$ cat config.mk
export PLATFORM = sky130hd
export DESIGN_NAME = latch_write_scheduler_flat
export DESIGN_NICKNAME = d
export VERILOG_FILES = /design/src/rtl/latch_write_scheduler_pkg.sv /design/src/rtl/latch_write_scheduler_if.sv /design/src/rtl/latch_write_scheduler_rr_arbiter.sv /design/src/rtl/latch_write_scheduler.sv /design/src/flat_wrapper.sv
export SDC_FILE = /design/constraint.sdc
export NUM_CORES = 1
export LEC_CHECK = 0
export CORE_MARGIN = 2
export CORE_UTILIZATION = 35
export DETAILED_ROUTE_END_ITERATION = 10
export PLACE_DENSITY = 0.67
export SYNTH_ARGS = -nofsm -noshare
export SYNTH_HDL_FRONTEND = slang
export SYNTH_SLANG_ARGS = --single-unit
$ cat constraint.sdc
create_clock -name i_clk -period 5.1 [get_ports i_clk]
set_input_delay 0.765 -clock i_clk [delete_from_list [all_inputs] [get_ports i_clk]]
set_output_delay 0.765 -clock i_clk [all_outputs]
set_load 0.02 [all_outputs]
$ cat src/rtl/latch_write_scheduler_pkg.sv
// Shared definitions for latch_write_scheduler: FSM encodings and sizing helpers.
package latch_write_scheduler_pkg;

  localparam logic [2:0] LWS_IDLE  = 3'd0;
  localparam logic [2:0] LWS_SETUP = 3'd1;
  localparam logic [2:0] LWS_OPEN  = 3'd2;
  localparam logic [2:0] LWS_HOLD  = 3'd3;
  localparam logic [2:0] LWS_ACK   = 3'd4;

  typedef enum logic [2:0] {
    StIdle  = LWS_IDLE,
    StSetup = LWS_SETUP,
    StOpen  = LWS_OPEN,
    StHold  = LWS_HOLD,
    StAck   = LWS_ACK
  } lws_state_e;

  // Bits needed to encode values 0..value-1 (minimum 1).
  function automatic int unsigned lws_clog2(input int unsigned value);
    int unsigned r;
    r = 0;
    for (int unsigned i = 0; i < 31; i++) begin
      if ((32'd1 << i) < value) r = i + 1;
    end
    return (r == 0) ? 1 : r;
  endfunction

  function automatic int unsigned lws_max3(input int unsigned a, input int unsigned b,
                                           input int unsigned c);
    int unsigned m;
    m = (a > b) ? a : b;
    return (m > c) ? m : c;
  endfunction

endpackage

$ cat src/rtl/latch_write_scheduler_if.sv
// Requester-side bus of latch_write_scheduler: request/data in, grant/latch/ack out.
interface latch_write_scheduler_if #(
  parameter int unsigned NREQ  = 4,
  parameter int unsigned WIDTH = 8
);
  logic [NREQ-1:0]       req;
  logic [NREQ*WIDTH-1:0] req_data;
  logic [NREQ-1:0]       grant;
  logic [WIDTH-1:0]      latch_d;
  logic                  latch_en;
  logic                  ack;
  logic                  busy;

  modport master (
    output req, req_data,
    input  grant, latch_d, latch_en, ack, busy
  );

  modport slave (
    input  req, req_data,
    output grant, latch_d, latch_en, ack, busy
  );
endinterface

$ cat src/rtl/latch_write_scheduler_rr_arbiter.sv
// Combinational one-hot arbiter. Round-robin from i_ptr by default; with
// LWS_FIXED_PRIO_EN defined it becomes a lowest-index-wins priority encoder.
module latch_write_scheduler_rr_arbiter #(
  parameter int unsigned NREQ  = 4,
  parameter int unsigned PTR_W = 2
) (
  input  logic [NREQ-1:0]  i_req,
  input  logic [PTR_W-1:0] i_ptr,
  output logic [NREQ-1:0]  o_grant
);

`ifdef LWS_FIXED_PRIO_EN
  logic w_unused_ptr;
  assign w_unused_ptr = ^i_ptr;

  // Lowest requesting index wins.
  always_comb begin
    o_grant = '0;
    for (int unsigned i = 0; i < NREQ; i++) begin
      if (i_req[i] && (o_grant == '0)) o_grant[i] = 1'b1;
    end
  end
`else
  // Search upward from the pointer with wrap; the pointer slot has top priority.
  always_comb begin
    logic w_found;
    o_grant = '0;
    w_found = 1'b0;
    for (int unsigned off = 0; off < NREQ; off++) begin
      for (int unsigned i = 0; i < NREQ; i++) begin
        if (!w_found && i_req[i] && (i == (32'(i_ptr) + off) % NREQ)) begin
          o_grant[i] = 1'b1;
          w_found    = 1'b1;
        end
      end
    end
  end
`endif

endmodule

$ cat src/rtl/latch_write_scheduler.sv
// Shares one level-sensitive latch among NREQ requesters. Sequences the latch
// enable as setup -> open -> hold -> ack with LatchD frozen from grant to ack.
// Optional macro LWS_FIXED_PRIO_EN selects fixed lowest-index priority.
module latch_write_scheduler
  import latch_write_scheduler_pkg::*;
#(
  parameter int unsigned NREQ      = 4,
  parameter int unsigned WIDTH     = 8,
  parameter int unsigned SETUP_CYC = 1,
  parameter int unsigned OPEN_CYC  = 2,
  parameter int unsigned HOLD_CYC  = 1
) (
  input logic                    i_clk,
  input logic                    i_rst,
  latch_write_scheduler_if.slave lws_if
);

  localparam int unsigned CNT_W = lws_clog2(lws_max3(SETUP_CYC, OPEN_CYC, HOLD_CYC) + 1);
  localparam int unsigned PTR_W = lws_clog2(NREQ);

  lws_state_e       r_state, w_state_d;
  logic [CNT_W-1:0] r_cnt, w_cnt_d;
  logic [NREQ-1:0]  r_grant, w_grant_d, w_arb_grant;
  logic [WIDTH-1:0] r_latch_d, w_latch_d_d;
  logic             r_latch_en, r_ack, r_busy;
  logic [PTR_W-1:0] w_ptr;

  latch_write_scheduler_rr_arbiter #(
    .NREQ  (NREQ),
    .PTR_W (PTR_W)
  ) u_arb (
    .i_req   (lws_if.req),
    .i_ptr   (w_ptr),
    .o_grant (w_arb_grant)
  );

`ifdef LWS_FIXED_PRIO_EN
  assign w_ptr = '0;
`else
  logic [PTR_W-1:0] r_ptr, w_ptr_d;
  assign w_ptr = r_ptr;

  // Advance the pointer past the winner as the transaction retires.
  always_comb begin
    w_ptr_d = r_ptr;
    if (r_state == StAck) begin
      for (int unsigned i = 0; i < NREQ; i++) begin
        if (r_grant[i]) w_ptr_d = PTR_W'((i + 1) % NREQ);
      end
    end
  end

  // Round-robin pointer register.
  always_ff @(posedge i_clk or posedge i_rst) begin
    if (i_rst) r_ptr <= '0;
    else       r_ptr <= w_ptr_d;
  end
`endif

  // Next-state, phase counter and grant/data capture.
  always_comb begin
    w_state_d   = r_state;
    w_cnt_d     = r_cnt + CNT_W'(1);
    w_grant_d   = r_grant;
    w_latch_d_d = r_latch_d;
    unique case (r_state)
      StIdle: begin
        if (|lws_if.req) begin
          w_state_d = StSetup;
          w_grant_d = w_arb_grant;
          for (int unsigned i = 0; i < NREQ; i++) begin
            if (w_arb_grant[i]) w_latch_d_d = lws_if.req_data[i*WIDTH +: WIDTH];
          end
        end
      end
      StSetup: if (r_cnt == CNT_W'(SETUP_CYC - 1)) w_state_d = StOpen;
      StOpen:  if (r_cnt == CNT_W'(OPEN_CYC - 1))  w_state_d = StHold;
      StHold:  if (r_cnt == CNT_W'(HOLD_CYC - 1))  w_state_d = StAck;
      StAck: begin
        w_state_d = StIdle;
        w_grant_d = '0;
      end
      default: begin
        w_state_d = StIdle;
        w_grant_d = '0;
      end
    endcase
    // Counter restarts on every phase change, so it never needs to wrap.
    if ((w_state_d != r_state) || (r_state == StIdle)) w_cnt_d = '0;
  end

  // State plus registered outputs decoded from the next state (no glitches).
  always_ff @(posedge i_clk or posedge i_rst) begin
    if (i_rst) begin
      r_state    <= StIdle;
      r_cnt      <= '0;
      r_grant    <= '0;
      r_latch_d  <= '0;
      r_latch_en <= 1'b0;
      r_ack      <= 1'b0;
      r_busy     <= 1'b0;
    end else begin
      r_state    <= w_state_d;
      r_cnt      <= w_cnt_d;
      r_grant    <= w_grant_d;
      r_latch_d  <= w_latch_d_d;
      r_latch_en <= (w_state_d == StOpen);
      r_ack      <= (w_state_d == StAck);
      r_busy     <= (w_state_d != StIdle);
    end
  end

  assign lws_if.grant    = r_grant;
  assign lws_if.latch_d  = r_latch_d;
  assign lws_if.latch_en = r_latch_en;
  assign lws_if.ack      = r_ack;
  assign lws_if.busy     = r_busy;

endmodule

$ cat src/flat_wrapper.sv
// flat-port wrapper written by rule: the top's interface ports become plain ports
module latch_write_scheduler_flat import latch_write_scheduler_pkg::*;
#(
  parameter int unsigned NREQ      = 4,
  parameter int unsigned WIDTH     = 8,
  parameter int unsigned SETUP_CYC = 1,
  parameter int unsigned OPEN_CYC  = 2,
  parameter int unsigned HOLD_CYC  = 1
)
  (i_clk, i_rst, lws_if_req, lws_if_req_data, lws_if_grant, lws_if_latch_d, lws_if_latch_en, lws_if_ack, lws_if_busy);
  latch_write_scheduler_if #(.NREQ(NREQ), .WIDTH(WIDTH)) lws_if_i ();
  input logic i_clk;
  input logic i_rst;
  input wire logic [$bits(lws_if_i.req)-1:0] lws_if_req;
  input wire logic [$bits(lws_if_i.req_data)-1:0] lws_if_req_data;
  output wire logic [$bits(lws_if_i.grant)-1:0] lws_if_grant;
  output wire logic [$bits(lws_if_i.latch_d)-1:0] lws_if_latch_d;
  output wire logic [$bits(lws_if_i.latch_en)-1:0] lws_if_latch_en;
  output wire logic [$bits(lws_if_i.ack)-1:0] lws_if_ack;
  output wire logic [$bits(lws_if_i.busy)-1:0] lws_if_busy;
  assign lws_if_i.req = lws_if_req;
  assign lws_if_i.req_data = lws_if_req_data;
  assign lws_if_grant = lws_if_i.grant;
  assign lws_if_latch_d = lws_if_i.latch_d;
  assign lws_if_latch_en = lws_if_i.latch_en;
  assign lws_if_ack = lws_if_i.ack;
  assign lws_if_busy = lws_if_i.busy;
  latch_write_scheduler #(.NREQ(NREQ), .WIDTH(WIDTH), .SETUP_CYC(SETUP_CYC), .OPEN_CYC(OPEN_CYC), .HOLD_CYC(HOLD_CYC)) u_core (.i_clk(i_clk), .i_rst(i_rst), .lws_if(lws_if_i));
endmodule
### Cells coloured by class

(8 px per um) Fill, decap, tap and diode cells in grey.
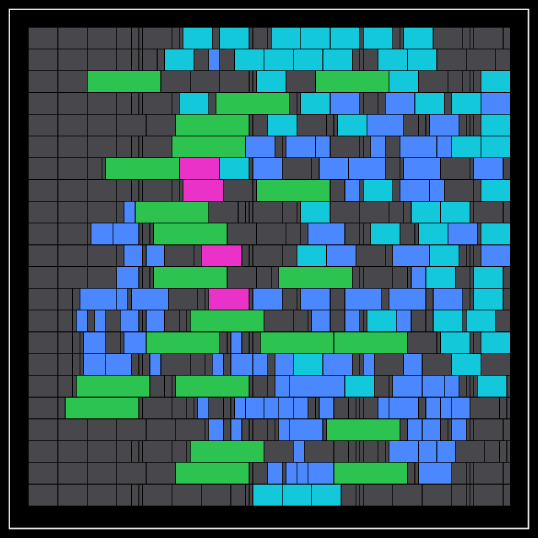
class	colour	cells	share of their area
flops	green	22	30%
all other logic	blue	93	38%
clock drivers and dummy loads	magenta	4	3.0%
other buffers and delay cells	cyan	52	29%

### Metal layers overlaid

(8 px per um)
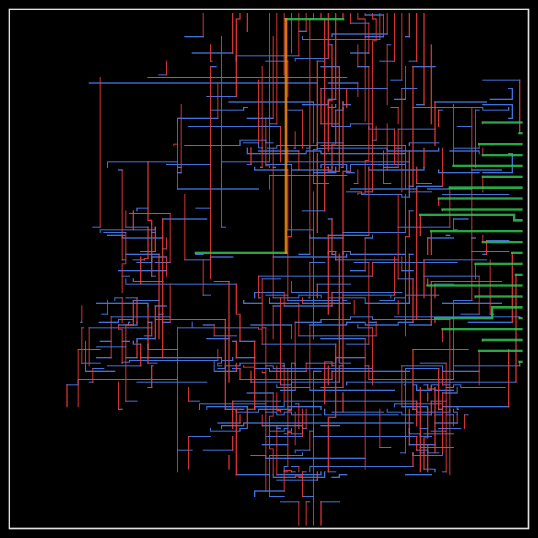
layer	colour	wire length
met2	red	1590 um
met3	green	163 um
met4	orange	29.2 um
met1	blue	1560 um

### Routing congestion

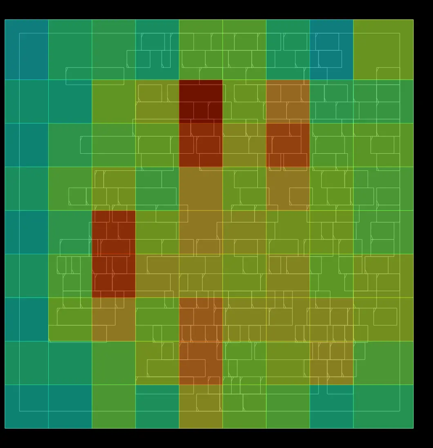
met2 GRT Util: 26.80%
layer with the highest usage: met2
met3 demand-to-capacity share in global routing: 3.472%

==> reports/summary.log <==
INFO  finish         fin_nets=212
INFO  power_and_ir_drop irDropWorstVdd=0.1752mV
INFO  finish         sequential_cell_total=22
INFO  logic_synthesis ff_type=sky130_fd_sc_hd__dfrtp_1
INFO  logic_synthesis share_of_synthesized_cell_area_in_and_or_nand_and_nor_gates=16.97%
INFO  placement      port_buffers=52
INFO  power_and_ir_drop power_in_combinational_cells=0.000544W
INFO  grt            grt_util_all_layers=16.19%
INFO  grt            grt_first_pass_wirelength=5250um
INFO  final_timing   layout_worst_path_cycle_share=55.84%
INFO  status         outcome=finished clean
INFO  finish         fill_cells=329
INFO  finish         num_antenna_cells=0
INFO  route          vias=1142
INFO  power_and_ir_drop static_leak=0.7694nW
INFO  route          vias_per_cell=5.215
INFO  floorplan      ioPinCount=53
INFO  logic_synthesis synth.top_cells.by_count=sky130_fd_sc_hd__dfrtp_1, sky130_fd_sc_hd__nor2_1, sky130_fd_sc_hd__nor3_1
INFO  worst_setup_path r2r_start=u_core.r_ptr[1]$_DFFE_PP0P_
INFO  power_and_ir_drop maxPowerGroup=combinational logic
INFO  floorplan      chipArea=4187squm
INFO  clock_network  cts_tree=done
INFO  logic_synthesis mux_share=6.208%
INFO  logic_synthesis synthesis.yosys.warnings=0
INFO  finish         share_of_post_route_cells_with_drive_strength_above_1=11.11%
INFO  grt            maximum_number_of_pins_on_one_net_before_global_route_repair=23
INFO  power_and_ir_drop p_per_area=527.8nW/um^2
INFO  worst_setup_path capturing_element_type_of_the_critical_path=register
INFO  route          dr.first_iter.drc_count=54
INFO  logic_synthesis yosys-stat-area=1290squm
INFO  logic_synthesis most_popular_library_cell_in_the_synthesized_design_by_count=sky130_fd_sc_hd__dfrtp_1
INFO  flow_run       warning_count=27
INFO  floorplan      die_w=64.71um
INFO  logic_synthesis yosys-dominant-comb-family=AND-OR/OR-AND gates
INFO  power_and_ir_drop clock_network_fraction_of_design_power=12.1%
INFO  clock_network  post_cts.resized_instances=0
INFO  finish         flip_flop_count_of_the_largest_register_after_layout=8
INFO  worst_setup_path worstPathMaxFanout=9
INFO  logic_synthesis synthesized_registers=22
INFO  finish         final_cell_area=1874squm
INFO  route          routed_wire_length_per_instance=15.27um
INFO  finish         seqAreaFraction=29.37%
INFO  final_timing   timing.hold.ws=495.0ps
INFO  finish         final_cell_count_no_fill=219
INFO  grt            vias_in_the_first_global_route=1122
INFO  hold_path      worst_hold_path.num_cells=1
INFO  final_timing   max_freq=351.1MHz
INFO  clock_network  clkLatencyLatePin=250ps
INFO  final_timing   timing.max_slew.rel_slack=27.77%
INFO  clock_network  clk_root_buffer_cell=sky130_fd_sc_hd__clkbuf_8
INFO  logic_synthesis synth_async_sr_flop_share=100.0%
INFO  logic_synthesis mapped_cell_area=1290squm
INFO  final_timing   timing.final.max_slew_violations=0
INFO  hold_path      hold_path.startpoint=u_core.r_cnt[0]$_DFF_PP0_
INFO  route          maxUsedRoutingLayer=met4
INFO  logic_synthesis synth-adder-area-share=1.940%
INFO  final_timing   finalHoldViolCount=0
INFO  hold_path      min_delay_worst_endpoint=u_core.r_cnt[0]$_DFF_PP0_
INFO  route          drt_pass1_iterations=5
INFO  route          route.met3.wl=163um
INFO  route          ant_nets=0
INFO  finish         final-nonclk-buf-share=27.77%
INFO  logic_synthesis largest_cells_by_area_after_synthesis=sky130_fd_sc_hd__dfrtp_1, sky130_fd_sc_hd__a211oi_2, sky130_fd_sc_hd__a221o_1, sky130_fd_sc_hd__mux2i_1, sky130_fd_sc_hd__nor3_1
INFO  logic_synthesis syn_avg_cell_area=10.49squm
INFO  worst_setup_path reg2reg_depth=5
INFO  worst_setup_path crit_family=AND-OR/OR-AND gates
INFO  final_timing   setup_violations=0
INFO  finish         nClkBuffers=4
INFO  finish         final_layout_top_logic_cells=sky130_fd_sc_hd__clkdlybuf4s50_1, sky130_fd_sc_hd__dfrtp_1, sky130_fd_sc_hd__nor3_1, sky130_fd_sc_hd__nor2_1
INFO  route          drt_drc_violations_left=0
INFO  logic_synthesis synth.distinct_cells=37
INFO  clock_network  clock_path_buffers=2
INFO  worst_setup_path reg2reg_slack=2830ps
INFO  clock_network  number_of_buffers_created_by_cts=3
INFO  clock_network  cts.reportedPaths.clkPinSlew=80ps
INFO  logic_synthesis yosysTopAreaCellShare=42.68%
INFO  floorplan      num_tap_cells=48
INFO  logic_synthesis synth-edff-count=0
INFO  worst_setup_path cp.buffers_inverters=1
INFO  worst_setup_path critPathSlowestCell=sky130_fd_sc_hd__o211ai_1
INFO  finish         finish.utilization=51.98%
INFO  power_and_ir_drop power_switching_share=40.83%
INFO  flow_run       drv_cap=0
INFO  logic_synthesis synth_compound_gate_area_share=26.38%
INFO  final_timing   final.min_clock_period=2848ps
INFO  clock_network  cts_num_sinks=22
INFO  route          route.final.wire_length=3345um
### Clock network drawn from the DEF

(6 px per um)
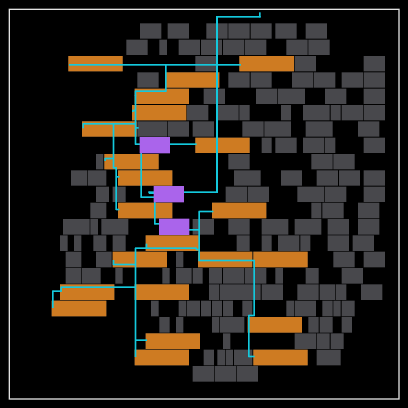
[flip-flops] orange | count: 22
[clock wires] cyan | length: 247 um
[cells driving clock nets] purple | count: 3
routed clock nets	4

### Power grid

(8 px per um) Pins as bars on the die edge. Tap cells in grey.
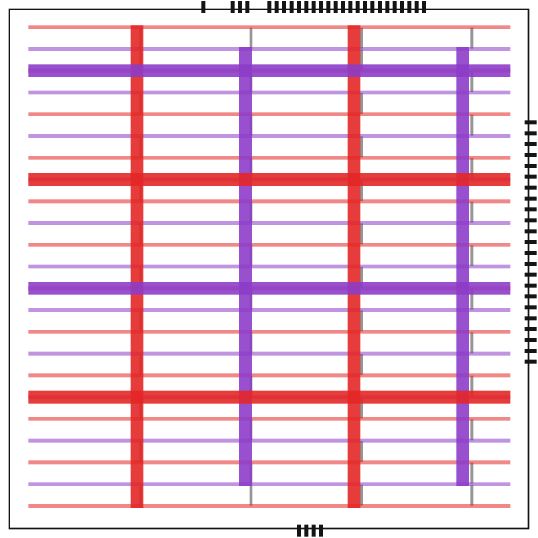
net	colour
VSS	red
VDD	purple
met4 straps	4
signal pins	53
rows	22
met1 rails	23
area of the core region: 3606 sq um
die boundary height: 64.71 um

Power is estimated from default activity; no workload was simulated.
